### src/rtl/flags_shadow_stack.sv
// Processor flag register with a LIFO shadow stack that saves and restores flags
// across nested interrupts. Overflow and underflow raise a sticky error flag.
module flags_shadow_stack #(
   parameter int NFLAGS = 2,
   parameter int DEPTH  = 4,
   localparam int CW    = $clog2(DEPTH + 1)
) (
   input  logic              CLK,
   input  logic              RST_N,
   input  logic [NFLAGS-1:0] FLG_SET,
   input  logic [NFLAGS-1:0] FLG_CLR,
   input  logic [NFLAGS-1:0] FLG_LD,
   input  logic [NFLAGS-1:0] FLG_IN,
   input  logic              FLG_PUSH,
   input  logic              FLG_POP,
   input  logic              ERR_CLR,
   output logic [NFLAGS-1:0] FLG_OUT,
   output logic [CW-1:0]     SHAD_CNT,
   output logic              SHAD_FULL,
   output logic              SHAD_EMPTY,
   output logic              SHAD_ERR
);

   logic [NFLAGS-1:0] stack [DEPTH];
   logic [NFLAGS-1:0] upd_flags;
   logic [NFLAGS-1:0] top_val;
   logic [NFLAGS-1:0] flags_next;
   logic              push_v;
   logic              pop_v;
   logic              swap_v;
   logic              ovf;
   logic              unf;

   assign SHAD_FULL  = (SHAD_CNT == CW'(DEPTH));
   assign SHAD_EMPTY = (SHAD_CNT == '0);

   assign push_v = FLG_PUSH & ~FLG_POP & ~SHAD_FULL;
   assign pop_v  = FLG_POP & ~FLG_PUSH & ~SHAD_EMPTY;
   assign swap_v = FLG_PUSH & FLG_POP & ~SHAD_EMPTY;
   assign ovf    = FLG_PUSH & ~FLG_POP & SHAD_FULL;
   assign unf    = FLG_POP & SHAD_EMPTY;

   // Priority per bit: clear over set over load, otherwise hold.
   always_comb begin
      upd_flags = FLG_OUT;
      for (int unsigned i = 0; i < NFLAGS; i++) begin
         if (FLG_CLR[i])
            upd_flags[i] = 1'b0;
         else if (FLG_SET[i])
            upd_flags[i] = 1'b1;
         else if (FLG_LD[i])
            upd_flags[i] = FLG_IN[i];
      end
   end

   // Top-of-stack select by comparison avoids narrow index arithmetic on SHAD_CNT.
   always_comb begin
      top_val = '0;
      for (int unsigned i = 0; i < DEPTH; i++) begin
         if (SHAD_CNT == CW'(i + 1))
            top_val = stack[i];
      end
   end

   always_comb begin
      flags_next = upd_flags;
      if (pop_v || swap_v)
         flags_next = top_val;
   end

   always_ff @(posedge CLK or negedge RST_N) begin
      if (!RST_N) begin
         FLG_OUT  <= '0;
         SHAD_CNT <= '0;
         SHAD_ERR <= 1'b0;
      end else begin
         FLG_OUT <= flags_next;
         if (push_v)
            SHAD_CNT <= SHAD_CNT + CW'(1);
         else if (pop_v)
            SHAD_CNT <= SHAD_CNT - CW'(1);
         if (ovf || unf)
            SHAD_ERR <= 1'b1;
         else if (ERR_CLR)
            SHAD_ERR <= 1'b0;
      end
   end

   always_ff @(posedge CLK) begin
      for (int unsigned i = 0; i < DEPTH; i++) begin
         if ((push_v && SHAD_CNT == CW'(i)) || (swap_v && SHAD_CNT == CW'(i + 1)))
            stack[i] <= FLG_OUT;
      end
   end

endmodule

### config.mk
export PLATFORM = sky130hd
export DESIGN_NAME = flags_shadow_stack
export DESIGN_NICKNAME = d
export VERILOG_FILES = /design/src/rtl/flags_shadow_stack.sv
export SDC_FILE = /design/constraint.sdc
export NUM_CORES = 1
export LEC_CHECK = 0
export CAP_MARGIN = 20
export CORE_MARGIN = 8
export CORE_UTILIZATION = 48
export DETAILED_ROUTE_END_ITERATION = 6
export GPL_TIMING_DRIVEN = 0
export PLACE_DENSITY = 0.77
export SETUP_SLACK_MARGIN = 0.5
export SYNTH_ARGS = -nofsm -noshare
export SYNTH_HDL_FRONTEND = slang
export SYNTH_SLANG_ARGS = --single-unit
export TNS_END_PERCENT = 5
### constraint.sdc
create_clock -name CLK -period 2 [get_ports CLK]
set_clock_uncertainty 0.05 [all_clocks]
set_input_delay 0.4 -clock CLK [delete_from_list [all_inputs] [get_ports CLK]]
set_output_delay 0.4 -clock CLK [all_outputs]
set_load 0.01 [all_outputs]
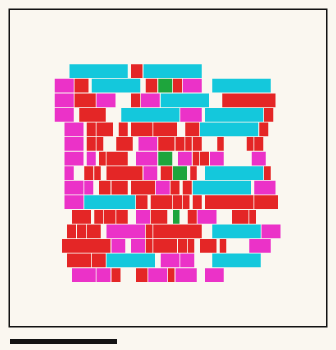
*Cells colored by class, run 1*
Bar = 20 microns.
combinational and other logic: in red, cells 73. other buffers and delay cells: in magenta, cells 37. flops: in cyan, cells 14. clock drivers and dummy loads: in green, cells 4.

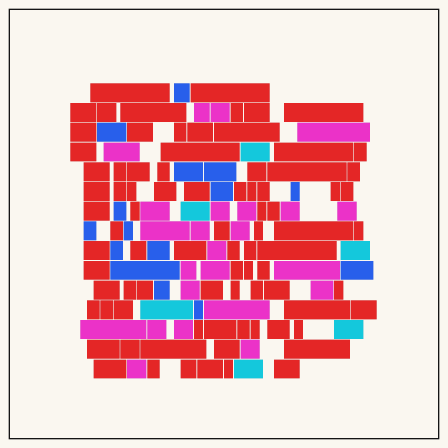
*Cell sizes after repair, run 1*
_0 and _1 cells: in red, cells 83. _2 cells: in blue, cells 15. _3 and _4 cells: in magenta, cells 24. _6 and larger: in cyan, cells 6.

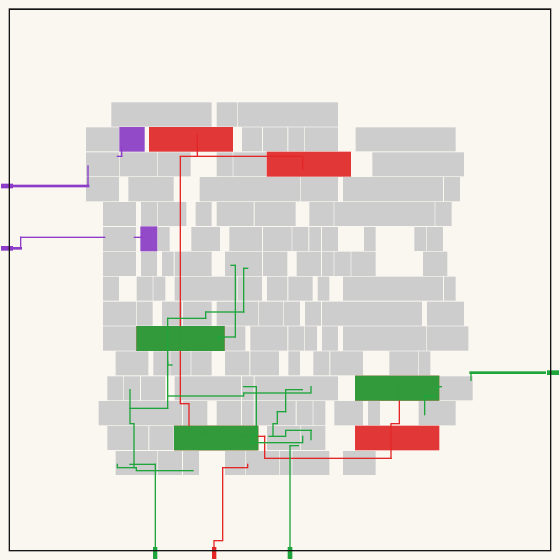
*Wires at chosen ports, followed through buffers, run 1*
RST_N: in red, direction input, edge south, end cells 6, buffers 1, wire 93.0 microns. SHAD_CNT: in green, direction output, edge 2 south, 1 east, end cells 3, buffers 5, wire 140 microns. FLG_CLR: in purple, direction input, edge west, end cells 2, buffers 2, wire 23.7 microns.

==> notes.md, run 1 <==
Notes on the physical implementation.

- The run finished with clean final reports.
- Summed over all sequential cells, the power is 463 uW.
- Data on the critical path arrives at its endpoint at 1.79 ns.
- The logic share of the area is 0.385, for reference.
- The script logs the ratio of routed vias to standard cells as 5.86.
- The total met3 wirelength after detailed routing is 180 microns, for reference.
- The STA report counts the stages on the worst setup path as 7.
- For the worst setup path, the data required time is 1.93 ns.
- The routed wirelength on the met1 layer is recorded as 1160 microns.
- The finished layout holds 153 standard cells, fillers aside.
- Dividing total power by cell area gives a power density of 1420 nW/um^2.
- The setup check on the worst reg-to-reg path leaves a slack of 0.15 ns.
- The met2 track demand over resource is 0.245, for reference.
- The floorplan core density is 0.514, for reference.
- The initial antenna violation count is 0.
- The synthesized area divided by synthesized cell count is 9.87 sq um, for reference.
- The final number of hold-violating endpoints is 0, for reference.
- The critical register-to-register path startpoint is SHAD_CNT[1]$_DFFE_PN0P_, for reference.
- The kind of cell with the highest combined delay along the critical path is simple AND/OR/NAND/NOR gates.
- According to the finish report, the design has a final net count of 148.
- The power in the clock group is 164 uW, for reference.
- The total number of sequential cells is 14, for reference.
- The number of buffers and inverters on the critical path is 2, for reference.
- The layout report lists the clock-cell share of area as 0.0193.
- The worst path needs 1.85 ns of the cycle, external delays included.
- The post-detailed-route wirelength per cell is 18.2 microns, for reference.
- After routing the design area is 1360 sq um.
- The commonest non-fill, non-tap cell in the layout is sky130_fd_sc_hd__clkdlybuf4s50_1, for reference.
- Ranking logic cells in the layout by count gives the top entries 17 x sky130_fd_sc_hd__clkdlybuf4s50_1, 10 x sky130_fd_sc_hd__buf_4, 9 x sky130_fd_sc_hd__nand2_1.
- The global routing's busiest layer is met2, for reference.
- The leading cell type by number of instances after synthesis is sky130_fd_sc_hd__nand2_1, for reference.
- Of the total power, the share spent switching nets is 0.409.
- Counting flops with an async set or reset pin after synthesis yields a share of 0.429.
- Setup repair after global routing could not meet its margin everywhere.
- TritonCTS built the clock tree.
- The pin count of the biggest net entering global routing is 11, for reference.
- The overall power consumption is 1.94 mW, for reference.
- The inverter count of the layout excluding clock inverters is 8, for reference.
- The max-slew violation total from the final report is 0, for reference.
- The cell repeated most along the worst path is sky130_fd_sc_hd__ha_4, for reference.
- Ranked by instance count, the synthesized netlist is headed by 10 x sky130_fd_sc_hd__nand2_1, 8 x sky130_fd_sc_hd__a21oi_1, 8 x sky130_fd_sc_hd__edfxtp_1, 7 x sky130_fd_sc_hd__o21ai_0.
- The synthesized design contains 8 enable-type register cells.
- In this run, the synthesized area fraction spent on xor and xnor cells is recorded as 0.00986.
## run 1: flip-flops by register name (all words and copies together), names as in the netlist
signal and count:
SHAD_CNT 3, SHAD_ERR 1, FLG_OUT 2, stack 8
## run 1: worst register-to-register path, stage by stage, from the launching register on
cell and delay, ns:
sky130_fd_sc_hd__dfrtp_2 0.40, sky130_fd_sc_hd__buf_6 0.14, sky130_fd_sc_hd__ha_4 0.14, sky130_fd_sc_hd__ha_4 0.16, sky130_fd_sc_hd__inv_2 0.06, sky130_fd_sc_hd__nor3_1 0.29
sky130_fd_sc_hd__a31oi_1 0.12, sky130_fd_sc_hd__nor2b_2 0.19
--- run 2 (diff from run 1) ---
--- a/config.mk
+++ b/config.mk
@@ -11,6 +11,8 @@
 export DETAILED_ROUTE_END_ITERATION = 6
 export GPL_TIMING_DRIVEN = 0
 export PLACE_DENSITY = 0.77
+export RECOVER_POWER = 25
+export REMOVE_ABC_BUFFERS = 1
 export SETUP_SLACK_MARGIN = 0.5
 export SYNTH_ARGS = -nofsm -noshare
 export SYNTH_HDL_FRONTEND = slang
==> run 2 against run 1 <==
Die area unchanged. Hold slack better by 0.068 ns. Critical path depth down 6. Synthesized cell count unchanged. Wire length down 5.6%. Critical endpoint is now FLG_OUT[0].
==> notes.md, run 2 <==
Notes on the physical implementation.

- The pin count of the biggest net entering global routing is 13 (+2), for reference.
- The wire length the detailed router placed on met1 is 1120 microns (-3.1%), for reference.
- The max-slew violation total from the final report is 0 (unchanged), for reference.
- The floorplan core density came to 0.514 (unchanged).
- The overall power consumption is 1.89 mW (-2.4%).
- The highest supply drop recorded on VDD is 0.793 mV.
- The number of flops mapped to enable cells by yosys is 8 (unchanged), for reference.
- For this run, the total global-route usage over all layers was measured as 0.148.
- The total power density per cell area is 1380 nW/um^2 (-3.3%), for reference.
- The number of vias per cell is 5.64 (-3.6%), for reference.
- The top register by number of flip-flops is stack, for reference.
- The initial antenna violation count came to 0 (unchanged).
- The switching part of the total power came to 0.416 (+0.00693).
- The routed layout has 858 vias.
- The flow ran to the end, and the final reports show no timing, DRC or antenna violations.
- The cell area after layout is 1380 sq um (+0.92%), for reference.
- The met2 track demand over resource was 0.255 (+0.0109).
- The share of the core filled with cells in the final layout is 0.796, for reference.
- After synthesis, the most frequently instantiated cells are 10 x sky130_fd_sc_hd__nand2_1, 8 x sky130_fd_sc_hd__a21oi_1, 8 x sky130_fd_sc_hd__edfxtp_1, 7 x sky130_fd_sc_hd__o21ai_0.
- The reg2reg setup slack is 0.25 ns (+0.10 ns).
- Counting the buffers created by CTS gives 3.
- In the post-synthesis netlist, the cell with the most instances is sky130_fd_sc_hd__nand2_1.
- The headroom to the max-slew limit is 0.737, for reference.
- The global routing's busiest layer is met2, for reference.
- The number of flip-flops in the largest register is 8 (unchanged), for reference.
- Once iteration 0 of detailed routing completed, the report listed 39 DRC markers.
- The post-detailed-route wirelength per cell is 17.3 microns (-5.0%), for reference.
- The final-stage net count is 147 (-0.68%), for reference.
- The top cell types in the final layout, fill and taps aside, are 13 x sky130_fd_sc_hd__clkdlybuf4s50_1, 13 x sky130_fd_sc_hd__buf_4, 9 x sky130_fd_sc_hd__nand2_1.
- The total met3 wirelength after detailed routing is 181 microns (+0.56%).
- The async set-reset flop share out of synthesis came to 0.429 (unchanged).
- The registers reported with the highest flop counts are stack: 8 flops, SHAD_CNT: 3 flops, FLG_OUT: 2 flops.
- The category of cells accounting for the largest share of critical-path delay is buffers and inverters, for reference.
- Setup repair after global routing could not meet its margin everywhere.
- The final critical-path required period is 1.78 ns (-0.0786 ns), for reference.
- The arrival time at the worst endpoint came to 1.33 ns (-0.46 ns).
- The power in sequential cells is 489 uW (+5.6%).
- Of the total power, the clock network draws 0.089.
- The final number of hold-violating endpoints came to 0 (unchanged).
- The number of buffers and inverters on the critical path was 1 (-1).
- TritonCTS built the clock tree.
- The path length in cells of the critical path is 1 (-6), for reference.
- The maximum frequency from static timing analysis is 563 MHz, for reference.
- The power in the clock group is 168 uW (+2%), for reference.
- Among the non-sequential cells, AND-OR/OR-AND gates take the most area.
- The xor-xnor portion of the synthesized cell area is 0.00986 (unchanged), for reference.
- The critical register-to-register path startpoint is SHAD_CNT[0]$_DFFE_PN0P_, for reference.
==> run 2: what timing repair did <==
action	4_1_cts	5_1_grt
gates resized	30	18
gates cloned	0	0
setup endpoints to repair	22	21
pin swaps	4	8
setup buffers	14	2
hold endpoints to repair	0	0
==> run 2: final cells by class <==
| cell class | instances | area (sq um) | share of cell area |
|---|---|---|---|
| Clock buffer | 3 | 22.5 | 0.0164 |
| Clock inverter | 1 | 3.75 | 0.00273 |
| Inverter | 8 | 38.8 | 0.0282 |
| Multi-Input combinational cell | 65 | 559 | 0.407 |
| Sequential cell | 14 | 394 | 0.287 |
| Tap cell | 25 | 31.3 | 0.0227 |
| Timing Repair Buffer | 36 | 325 | 0.237 |
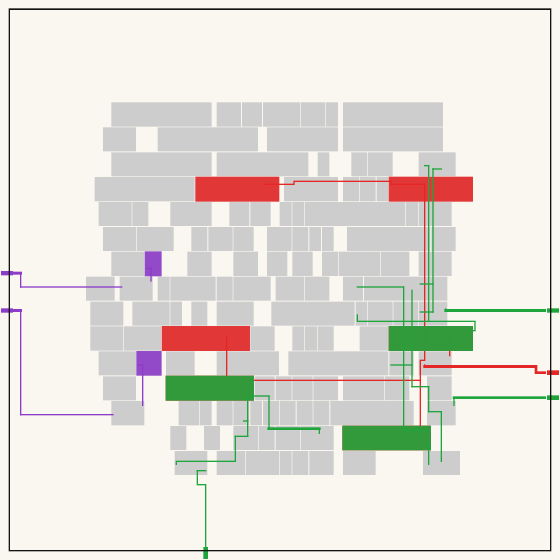
*Wires at chosen ports, followed through buffers, run 2*
SHAD_CNT: in green, direction output, edge 2 east, 1 south, end cells 3, buffers 5, wire 161 microns. RST_N: in red, direction input, edge east, end cells 6, buffers 1, wire 88.8 microns. FLG_CLR: in purple, direction input, edge west, end cells 2, buffers 2, wire 42.2 microns.

--- run 3 (diff from run 2) ---
--- a/config.mk
+++ b/config.mk
@@ -11,7 +11,7 @@
 export DETAILED_ROUTE_END_ITERATION = 6
 export GPL_TIMING_DRIVEN = 0
 export PLACE_DENSITY = 0.77
-export RECOVER_POWER = 25
+export RECOVER_POWER = 50
 export REMOVE_ABC_BUFFERS = 1
 export SETUP_SLACK_MARGIN = 0.5
 export SYNTH_ARGS = -nofsm -noshare
==> run 3 against run 2 <==
Register-to-register slack about the same. Die area is the same. Synthesized area unchanged. Sequential share of layout area is essentially flat. Count of clock-buffer cells in the layout unchanged. Final cell count did not move. Critical path depth stayed put. Power down 0.40%. Largest power group unchanged.
==> notes.md, run 3 <==
Notes on the physical implementation.

- The pin count of the biggest net entering global routing is 13 (unchanged), for reference.
- The async set-reset flop share out of synthesis is 0.429 (unchanged).
- The final critical-path required period came to 1.78 ns (+0.00259 ns).
- The cell area after layout is 1370 sq um (-0.36%), for reference.
- The top register by number of flip-flops is stack, for reference.
- The clock buffer count from CTS is 3 (unchanged), for reference.
- The commonest cells after synthesis are 10 x sky130_fd_sc_hd__nand2_1, 8 x sky130_fd_sc_hd__a21oi_1, 8 x sky130_fd_sc_hd__edfxtp_1, 7 x sky130_fd_sc_hd__o21ai_0.
- The met2 track demand over resource is 0.255 (unchanged), for reference.
- The global router reports that the layer with the highest usage is met2.
- The post-detailed-route wirelength per cell is 17.4 microns (+0.53%), for reference.
- The power in sequential cells is 488 uW (about the same), for reference.
- The maximum vdd ir drop is 0.789 mV (-0.40%), for reference.
- TritonCTS built the clock tree.
- Per STA, the worst path accumulates the most delay in the family buffers and inverters.
- The floorplan core density came to 0.514 (unchanged).
- The number of flip-flops in the largest register is 8 (unchanged), for reference.
- The global-route usage over all layers is 0.148 (unchanged), for reference.
- The headroom to the max-slew limit is 0.726 (-0.0111), for reference.
- The maximum frequency from static timing analysis is 562 MHz (-0.15%), for reference.
- The number of design-rule violations left by the first detailed-router iteration is 38 (-2.6%), for reference.
- The arrival time at the worst endpoint came to 1.33 ns (about the same).
- The max-slew violation total from the final report is 0 (unchanged), for reference.
- The initial antenna violation count is 0 (unchanged), for reference.
- The critical register-to-register path startpoint is SHAD_CNT[0]$_DFFE_PN0P_, for reference.
- The largest non-sequential cell family by area is AND-OR/OR-AND gates, for reference.
- The switching part of the total power was 0.416 (about the same).
- The final number of hold-violating endpoints came to 0 (unchanged).
- Sorting the synthesis cell report by count puts at the top sky130_fd_sc_hd__nand2_1.
- The final-stage net count was 147 (unchanged).
- The flow ran to the end, and the final reports show no timing, DRC or antenna violations.
- The total via count in the routed design was 862 (+0.47%).
- The number of flops mapped to enable cells by yosys is 8 (unchanged), for reference.
- The registers reported with the highest flop counts are stack: 8 flops, SHAD_CNT: 3 flops, FLG_OUT: 2 flops.
run 3: cell counts after synthesis:
No cell type changed its count.
run 3: repair_timing:
| action | in CTS | in global routing |
|---|---|---|
| endpoints found under the setup margin | 22 | 21 |
| buffers inserted | 14 | 2 |
| resized | 30 | 18 |
| pin swaps | 4 | 8 |
run 3: cell type report:
type / count / area, sq um
Multi-Input combinational cell: 65 / 556
Tap cell: 25 / 31.3
Clock inverter: 1 / 3.75
Inverter: 8 / 38.8
Timing Repair Buffer: 36 / 325
Sequential cell: 14 / 393
Fill cell: 115 / 357
Clock buffer: 3 / 22.5
run 3: cells by family after synthesis:
group | Yosys count
and+or+nand+nor | 27
muxes | 2
DFF | 14
AOI/OAI and AO/OA | 29
buffers and inverters | 11
xor gates and xnor gates | 1
adders and majority gates | 6
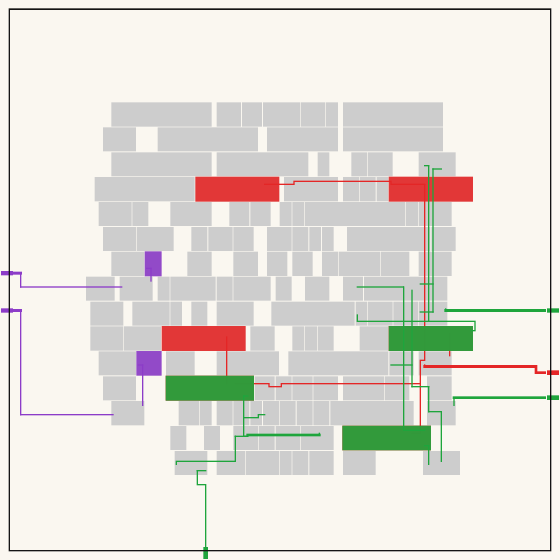
*Wires at chosen ports, followed through buffers, run 3*
RST_N: in red, direction input, edge east, end cells 6, buffers 1, wire 89.1 microns. SHAD_CNT: in green, direction output, edge 2 east, 1 south, end cells 3, buffers 5, wire 160 microns. FLG_CLR: in purple, direction input, edge west, end cells 2, buffers 2, wire 42.2 microns.
number of input and output port buffers inserted: 20
io pins: 21

No activity file was given, so power comes from the tool's default toggle rates.
